### config.mk
export PLATFORM = sky130hd
export DESIGN_NAME = div_iter_param
export DESIGN_NICKNAME = d
export VERILOG_FILES = /design/src/rtl/div_iter_param.sv
export SDC_FILE = /design/constraint.sdc
export NUM_CORES = 1
export LEC_CHECK = 0
export ABC_CLOCK_PERIOD_IN_PS = 8600
export CORE_ASPECT_RATIO = 1.4
export CORE_MARGIN = 1.5
export CORE_UTILIZATION = 52
export DETAILED_ROUTE_END_ITERATION = 16
export PLACE_DENSITY = 0.73
export SETUP_SLACK_MARGIN = 0.02
export SYNTH_ARGS = -nofsm -noshare
export SYNTH_HDL_FRONTEND = slang
export SYNTH_SLANG_ARGS = --single-unit
### constraint.sdc
create_clock -name clk -period 8.6 [get_ports clk]
set_input_delay 0.86 -clock clk [delete_from_list [all_inputs] [get_ports clk]]
set_output_delay 0.86 -clock clk [all_outputs]
set_load 0.1 [all_outputs]
### src/rtl/div_iter_param.sv
// Iterative restoring divider for DIV/DIVU, STEPS quotient bits per clock, with ack handshake.
// Optional early-out pre-shift on dividend leading zeros: define DIV_ITER_EARLY_OUT_EN.
module div_iter_param #(
  parameter int unsigned WIDTH = 32,
  parameter int unsigned STEPS = 1
) (
  input  logic             clk,
  input  logic             rst,
  input  logic             start_i,
  input  logic             signed_i,
  input  logic             cancel_i,
  input  logic [WIDTH-1:0] dividend_i,
  input  logic [WIDTH-1:0] divisor_i,
  input  logic             ack_i,
  output logic             busy_o,
  output logic             done_o,
  output logic [WIDTH-1:0] quotient_o,
  output logic [WIDTH-1:0] remainder_o,
  output logic             div_zero_o,
  output logic             overflow_o
);

  localparam int unsigned N  = WIDTH / STEPS;
  localparam int unsigned CW = $clog2(N + 1);
  localparam logic [WIDTH-1:0] MinVal = {1'b1, {(WIDTH-1){1'b0}}};

  typedef enum logic [1:0] {StIdle, StCalc, StFix, StDone} state_e;

  state_e             state_q, state_d;
  logic [2*WIDTH:0]   rq_q, rq_d, step_rq;
  logic [WIDTH-1:0]   dvs_q, dvs_d;
  logic [CW-1:0]      cnt_q, cnt_d, cnt_load;
  logic               negq_q, negq_d, negr_q, negr_d, ovfp_q, ovfp_d;
  logic [WIDTH-1:0]   quot_q, quot_d, rem_q, rem_d;
  logic               dz_q, dz_d, ovf_q, ovf_d;
  logic [WIDTH-1:0]   dvd_mag, dvs_mag, pre_dvd;

  // MIN stays MIN under negation, which is exactly its 2^(WIDTH-1) magnitude.
  assign dvd_mag = (signed_i && dividend_i[WIDTH-1]) ? -dividend_i : dividend_i;
  assign dvs_mag = (signed_i && divisor_i[WIDTH-1])  ? -divisor_i  : divisor_i;

`ifdef DIV_ITER_EARLY_OUT_EN
  int unsigned lz, skip;
  always_comb begin
    lz = WIDTH;
    for (int i = 0; i < WIDTH; i++) begin
      if (dvd_mag[i]) lz = WIDTH - 1 - i;
    end
    skip     = lz / STEPS;
    pre_dvd  = dvd_mag << (skip * STEPS);
    cnt_load = (skip >= N) ? CW'(1) : CW'(N - skip);
  end
`else
  assign pre_dvd  = dvd_mag;
  assign cnt_load = CW'(N);
`endif

  // Upper WIDTH+1 bits hold the partial remainder, lower WIDTH bits shift in quotient bits.
  always_comb begin
    step_rq = rq_q;
    for (int i = 0; i < STEPS; i++) begin
      step_rq = {step_rq[2*WIDTH-1:0], 1'b0};
      if (step_rq[2*WIDTH:WIDTH] >= {1'b0, dvs_q}) begin
        step_rq[2*WIDTH:WIDTH] = step_rq[2*WIDTH:WIDTH] - {1'b0, dvs_q};
        step_rq[0] = 1'b1;
      end
    end
  end

  always_comb begin
    state_d = state_q;
    rq_d    = rq_q;
    dvs_d   = dvs_q;
    cnt_d   = cnt_q;
    negq_d  = negq_q;
    negr_d  = negr_q;
    ovfp_d  = ovfp_q;
    quot_d  = quot_q;
    rem_d   = rem_q;
    dz_d    = dz_q;
    ovf_d   = ovf_q;
    unique case (state_q)
      StIdle: begin
        if (start_i && !cancel_i) begin
          negq_d = signed_i && (dividend_i[WIDTH-1] ^ divisor_i[WIDTH-1]);
          negr_d = signed_i && dividend_i[WIDTH-1];
          ovfp_d = signed_i && (dividend_i == MinVal) && (divisor_i == '1);
          if (divisor_i == '0) begin
            quot_d  = '1;
            rem_d   = dividend_i;
            dz_d    = 1'b1;
            ovf_d   = 1'b0;
            state_d = StDone;
          end else begin
            rq_d    = {{(WIDTH+1){1'b0}}, pre_dvd};
            dvs_d   = dvs_mag;
            cnt_d   = cnt_load;
            state_d = StCalc;
          end
        end
      end
      StCalc: begin
        if (cancel_i) begin
          state_d = StIdle;
        end else begin
          rq_d  = step_rq;
          cnt_d = cnt_q - 1'b1;
          if (cnt_q == CW'(1)) state_d = StFix;
        end
      end
      StFix: begin
        if (cancel_i) begin
          state_d = StIdle;
        end else begin
          quot_d  = negq_q ? -rq_q[WIDTH-1:0] : rq_q[WIDTH-1:0];
          rem_d   = negr_q ? -rq_q[2*WIDTH-1:WIDTH] : rq_q[2*WIDTH-1:WIDTH];
          dz_d    = 1'b0;
          ovf_d   = ovfp_q;
          state_d = StDone;
        end
      end
      StDone: begin
        if (ack_i || cancel_i) state_d = StIdle;
      end
      default: state_d = StIdle;
    endcase
  end

  always_ff @(posedge clk) begin
    if (rst) begin
      state_q <= StIdle;
      rq_q    <= '0;
      dvs_q   <= '0;
      cnt_q   <= '0;
      negq_q  <= 1'b0;
      negr_q  <= 1'b0;
      ovfp_q  <= 1'b0;
      quot_q  <= '0;
      rem_q   <= '0;
      dz_q    <= 1'b0;
      ovf_q   <= 1'b0;
    end else begin
      state_q <= state_d;
      rq_q    <= rq_d;
      dvs_q   <= dvs_d;
      cnt_q   <= cnt_d;
      negq_q  <= negq_d;
      negr_q  <= negr_d;
      ovfp_q  <= ovfp_d;
      quot_q  <= quot_d;
      rem_q   <= rem_d;
      dz_q    <= dz_d;
      ovf_q   <= ovf_d;
    end
  end

  assign busy_o      = (state_q == StCalc) || (state_q == StFix);
  assign done_o      = (state_q == StDone);
  assign quotient_o  = quot_q;
  assign remainder_o = rem_q;
  assign div_zero_o  = dz_q;
  assign overflow_o  = ovf_q;

endmodule

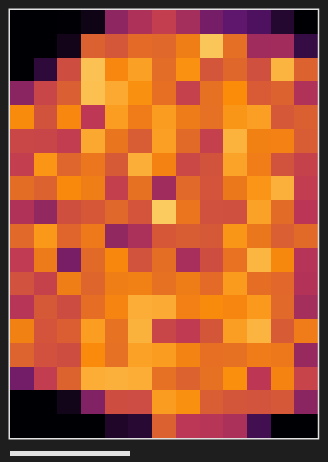
run_1/density.png
Scale bar: 50 um. 13 x 18 tiles, from black (low) to pale yellow (high), 0 to 100% covered.
nearly empty tiles: 6.4%
fullest tile: 89%
mean over tiles: 57%
tiles over 75% full: 18%

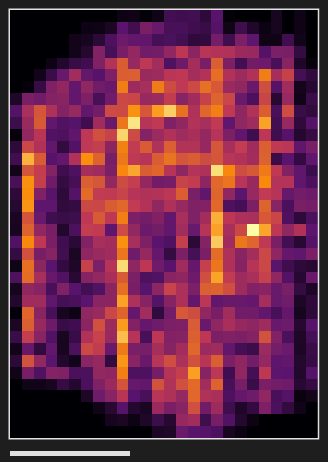
run_1/wire_density.png
Scale bar: 50 um. 26 x 36 tiles, from black (low) to pale yellow (high), scaled to the fullest tile. Values are wire area over tile area, all layers added.
mean over tiles: 0.21
nearly empty tiles: 9.7%
fullest tile: 0.66
tiles over half the peak: 20%
GRT Util Overall: 0.267
vias: 10900
final wirelength: 30000 um
routed len/inst: 16.1 um

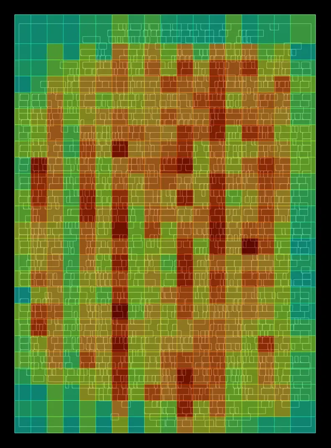
run_1/final_congestion.png
met3 usage: 0.0386
met2 Use GR: 0.451
gr busiest metal: met2
met1 Usage GRT: 0.330

==> impl_metrics.py, run 1 <==
# Physical implementation metrics
metrics = {
    "run_status": {
        "outcome": "finished clean",
    },
    "flow_run": {
        "drv_cap": 0,
    },
    "drt": {
        "drt.antenna.violating_nets": 0,
        "drc": 0,
    },
    "final_layout": {
        "nNetsFinal": 1698,
        "fillers": 1942,
        "dominant_cells": "combinational gates",
        "logic_area_um2": 7280,
        "clock_tree_area_fraction": 0.0462,
        "drive_above_1_share": 0.0413,
    },
    "power_and_ir_drop": {
        "leakage_nw": 4.81,
        "maxPowerGroup": "combinational cells",
    },
    "synth": {
        "synth_top_area_share": 0.305,
        "yosysTopAreaCell": "dfxtp_1",
        "synthCells": 1508,
    },
    "clock_network": {
        "postCtsSetupRepairBufs": 0,
        "cts_sinks": 173,
    },
    "place": {
        "gp_congestion": 0.952,
        "dp_cells": 1825,
    },
    "timing": {
        "tns_ps": 0,
        "skew_ps": 5.57,
    },
    "setup_path": {
        "cp-startpoint": "divisor_i[2]",
    },
    "worst_hold_path": {
        "hold_start": "remainder_o[1]$_SDFFE_PP0P_",
    },
}
run_1/met1.png
Scale bar: 50 um.
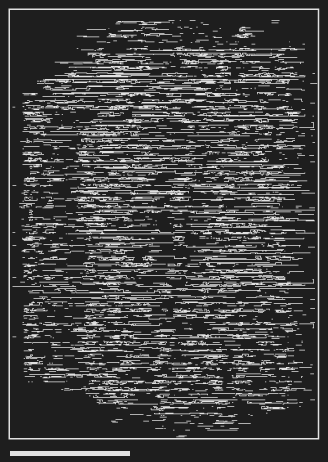

==> run 2, diff against run 1 <==
--- a/config.mk
+++ b/config.mk
@@ -5,12 +5,12 @@
 export SDC_FILE = /design/constraint.sdc
 export NUM_CORES = 1
 export LEC_CHECK = 0
-export ABC_CLOCK_PERIOD_IN_PS = 8600
+export ABC_CLOCK_PERIOD_IN_PS = 3800
 export CORE_ASPECT_RATIO = 1.4
 export CORE_MARGIN = 1.5
 export CORE_UTILIZATION = 52
 export DETAILED_ROUTE_END_ITERATION = 16
-export PLACE_DENSITY = 0.73
+export PLACE_DENSITY = 0.76
 export SETUP_SLACK_MARGIN = 0.02
 export SYNTH_ARGS = -nofsm -noshare
 export SYNTH_HDL_FRONTEND = slang
==> constraint.sdc (replaced) <==
create_clock -name clk -period 3.8 [get_ports clk]
set_input_delay 0.38 -clock clk [delete_from_list [all_inputs] [get_ports clk]]
set_output_delay 0.38 -clock clk [all_outputs]
set_load 0.1 [all_outputs]
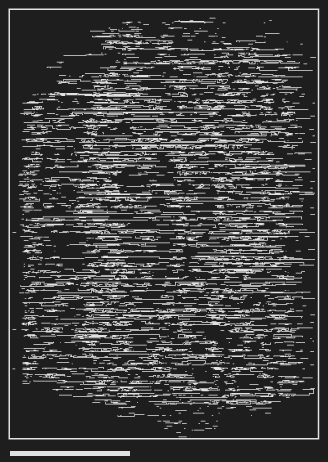
run_2/met1.png
Scale bar: 50 um.
longest straight run: 45.5 um
wire length on this layer: 12700 um
main direction: horizontal
nets with wire on the layer: 1559

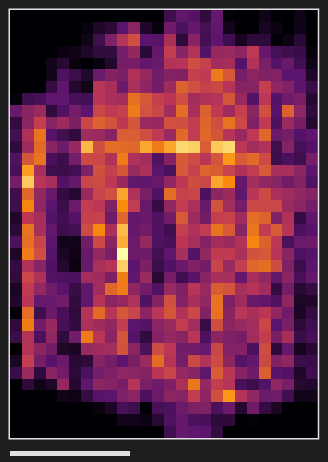
run_2/wire_density.png
Scale bar: 50 um. 26 x 36 tiles, from black (low) to pale yellow (high), scaled to the fullest tile. Values are wire area over tile area, all layers added.
fullest tile: 0.65
tiles over half the peak: 21%
mean over tiles: 0.21
nearly empty tiles: 11%
final wirelength: 30000 um
routed len/inst: 16.1 um
vias: 10800
GRT Util Overall: 0.268

==> run 2 against run 1 <==
Effect of this change: hold slack improved by 1.9 ps; synthesized cell count unchanged; sequential power increased by 130%; area after synthesis unchanged; critical path type unchanged; largest cell class unchanged.
==> impl_metrics.py, run 2 <==
# Physical implementation metrics
metrics = {
    "grt": {
        "use_met1": 0.314,
        "grt.busiest_layer": "met2",
    },
    "power_and_ir_drop": {
        "maxPowerGroup": "combinational cells",
    },
    "timing": {
        "tns_ps": 0,
        "skew_ps": 12.4,
    },
    "clock_network": {
        "cts_sinks": 173,
    },
    "synth": {
        "synth_top_area_share": 0.305,
        "yosysTopAreaCell": "dfxtp_1",
    },
    "run_status": {
        "outcome": "finished clean",
    },
    "setup_path": {
        "cp-startpoint": "dividend_i[21]",
    },
    "place": {
        "dp_cells": 1835,
        "gp_congestion": 0.961,
    },
    "drt": {
        "drc": 0,
        "drt.antenna.violating_nets": 0,
    },
    "final_layout": {
        "fillers": 1850,
        "logic_area_um2": 7280,
        "drive_above_1_share": 0.0498,
        "syn_to_final_growth_pct": 18.7,
        "nNetsFinal": 1708,
        "clock_tree_area_fraction": 0.0451,
    },
    "floorplanning": {
        "die_w_um": 128,
    },
    "flow_run": {
        "drv_cap": 0,
    },
}
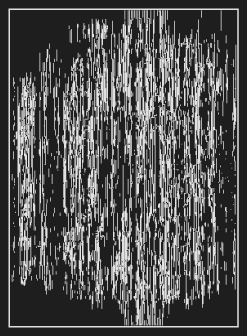
run_2/met2.png
longest straight run: 61.9 um
main direction: vertical
wire length on this layer: 15100 um
nets with wire on the layer: 1315
met2 Use GR: 0.485

run_2/density.png
Scale bar: 50 um. 13 x 18 tiles, from black (low) to pale yellow (high), 0 to 100% covered.
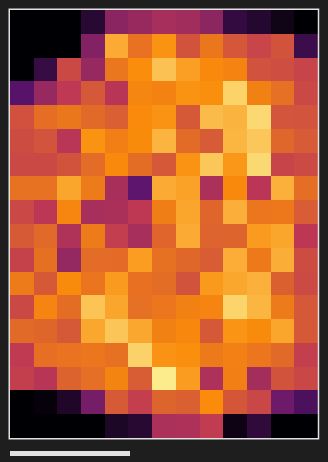

==> run 3, diff against run 2 <==
--- a/config.mk
+++ b/config.mk
@@ -5,12 +5,12 @@
 export SDC_FILE = /design/constraint.sdc
 export NUM_CORES = 1
 export LEC_CHECK = 0
-export ABC_CLOCK_PERIOD_IN_PS = 3800
+export ABC_CLOCK_PERIOD_IN_PS = 3200
 export CORE_ASPECT_RATIO = 1.4
 export CORE_MARGIN = 1.5
 export CORE_UTILIZATION = 52
 export DETAILED_ROUTE_END_ITERATION = 16
-export PLACE_DENSITY = 0.76
+export PLACE_DENSITY = 0.73
 export SETUP_SLACK_MARGIN = 0.02
 export SYNTH_ARGS = -nofsm -noshare
 export SYNTH_HDL_FRONTEND = slang
==> constraint.sdc (replaced) <==
create_clock -name clk -period 3.2 [get_ports clk]
set_input_delay 0.32 -clock clk [delete_from_list [all_inputs] [get_ports clk]]
set_output_delay 0.32 -clock clk [all_outputs]
set_load 0.1 [all_outputs]
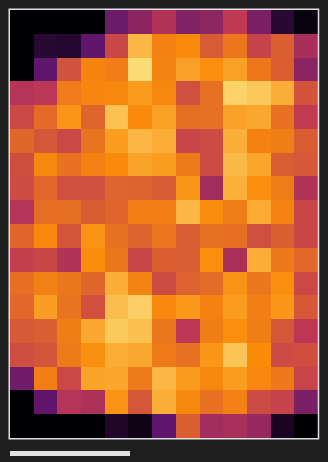
run_3/density.png
Scale bar: 50 um. 13 x 18 tiles, from black (low) to pale yellow (high), 0 to 100% covered.
fullest tile: 92%
emptiest ninth of the die: upper left
tiles over 75% full: 24%
nearly empty tiles: 5.1%
CORE AREA: 21300 um2
post-layout util: 0.663
initial core utilization: 0.534

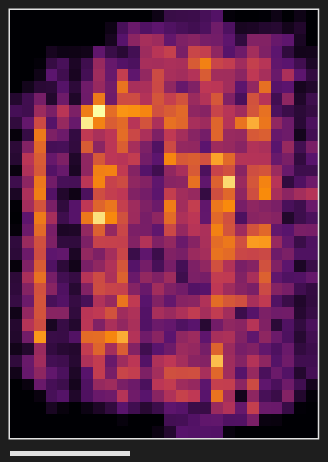
run_3/wire_density.png
Scale bar: 50 um. 26 x 36 tiles, from black (low) to pale yellow (high), scaled to the fullest tile. Values are wire area over tile area, all layers added.
fullest tile: 0.70
tiles over half the peak: 20%
mean over tiles: 0.22
nearly empty tiles: 10%

==> run 3 against run 2 <==
Effect of this change: sequential share of layout area fell by 1.1 points; combinational power rose by 26%; utilization rose by 2.9 points; first-iteration DRC count fell by 14%; die size did not move; worst setup slack got worse by 380 ps; via count rose by 3.4%; area after synthesis did not move; clock skew fell by 5.1 ps; hold slack got worse by 49 ps; clock-buffer cell count rose by 3; sequential cell count did not move.
==> impl_metrics.py, run 3 <==
# Physical implementation metrics
metrics = {
    "synth": {
        "yosysTopAreaCell": "dfxtp_1",
        "synthCells": 1508,
        "synth_top_area_share": 0.305,
    },
    "floorplanning": {
        "num_io_pins": 138,
        "die_w_um": 128,
    },
    "final_layout": {
        "syn_to_final_growth_pct": 24.1,
        "logic_area_um2": 7290,
        "nNetsFinal": 1771,
        "fillers": 1915,
        "drive_above_1_share": 0.0857,
        "dominant_cells": "combinational gates",
        "clock_tree_area_fraction": 0.0485,
    },
    "setup_path": {
        "crit_top_cell": "or4_4",
        "cp-startpoint": "rq_q[38]$_SDFFE_PP0P_",
    },
    "drt": {
        "drc": 0,
        "wire_per_inst_um": 16.4,
        "drt.antenna.violating_nets": 0,
    },
    "power_and_ir_drop": {
        "maxPowerGroup": "combinational cells",
    },
    "clock_network": {
        "postCtsSetupRepairBufs": 0,
        "hold_buffers": 0,
        "cts_sinks": 173,
    },
    "grt": {
        "grt_usage": 0.284,
        "grt_pass1_wl_um": 52100,
        "grt_antenna_before_repair": 0,
        "grt.met2_usage": 0.509,
        "grt.busiest_layer": "met2",
        "global_route.usage.met3": 0.0377,
    },
    "timing": {
        "tns_ps": 0,
        "skew_ps": 7.22,
    },
    "place": {
        "dp_cells": 1898,
        "gp_congestion": 0.914,
    },
    "run_status": {
        "outcome": "finished clean",
    },
}
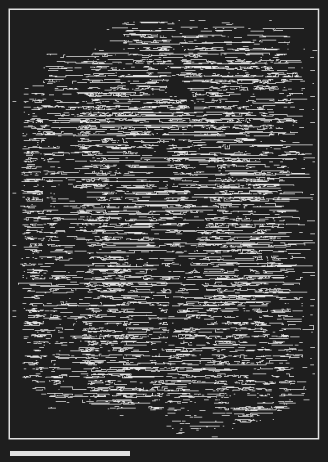
run_3/met1.png
Scale bar: 50 um.
share of all routed wire: 41%
nets with wire on the layer: 1638
main direction: horizontal
longest straight run: 68.5 um
wire length on this layer: 13100 um
met1 Usage GRT: 0.330
final wirelength: 31700 um
vias: 11200

Power is estimated from default activity; no workload was simulated.
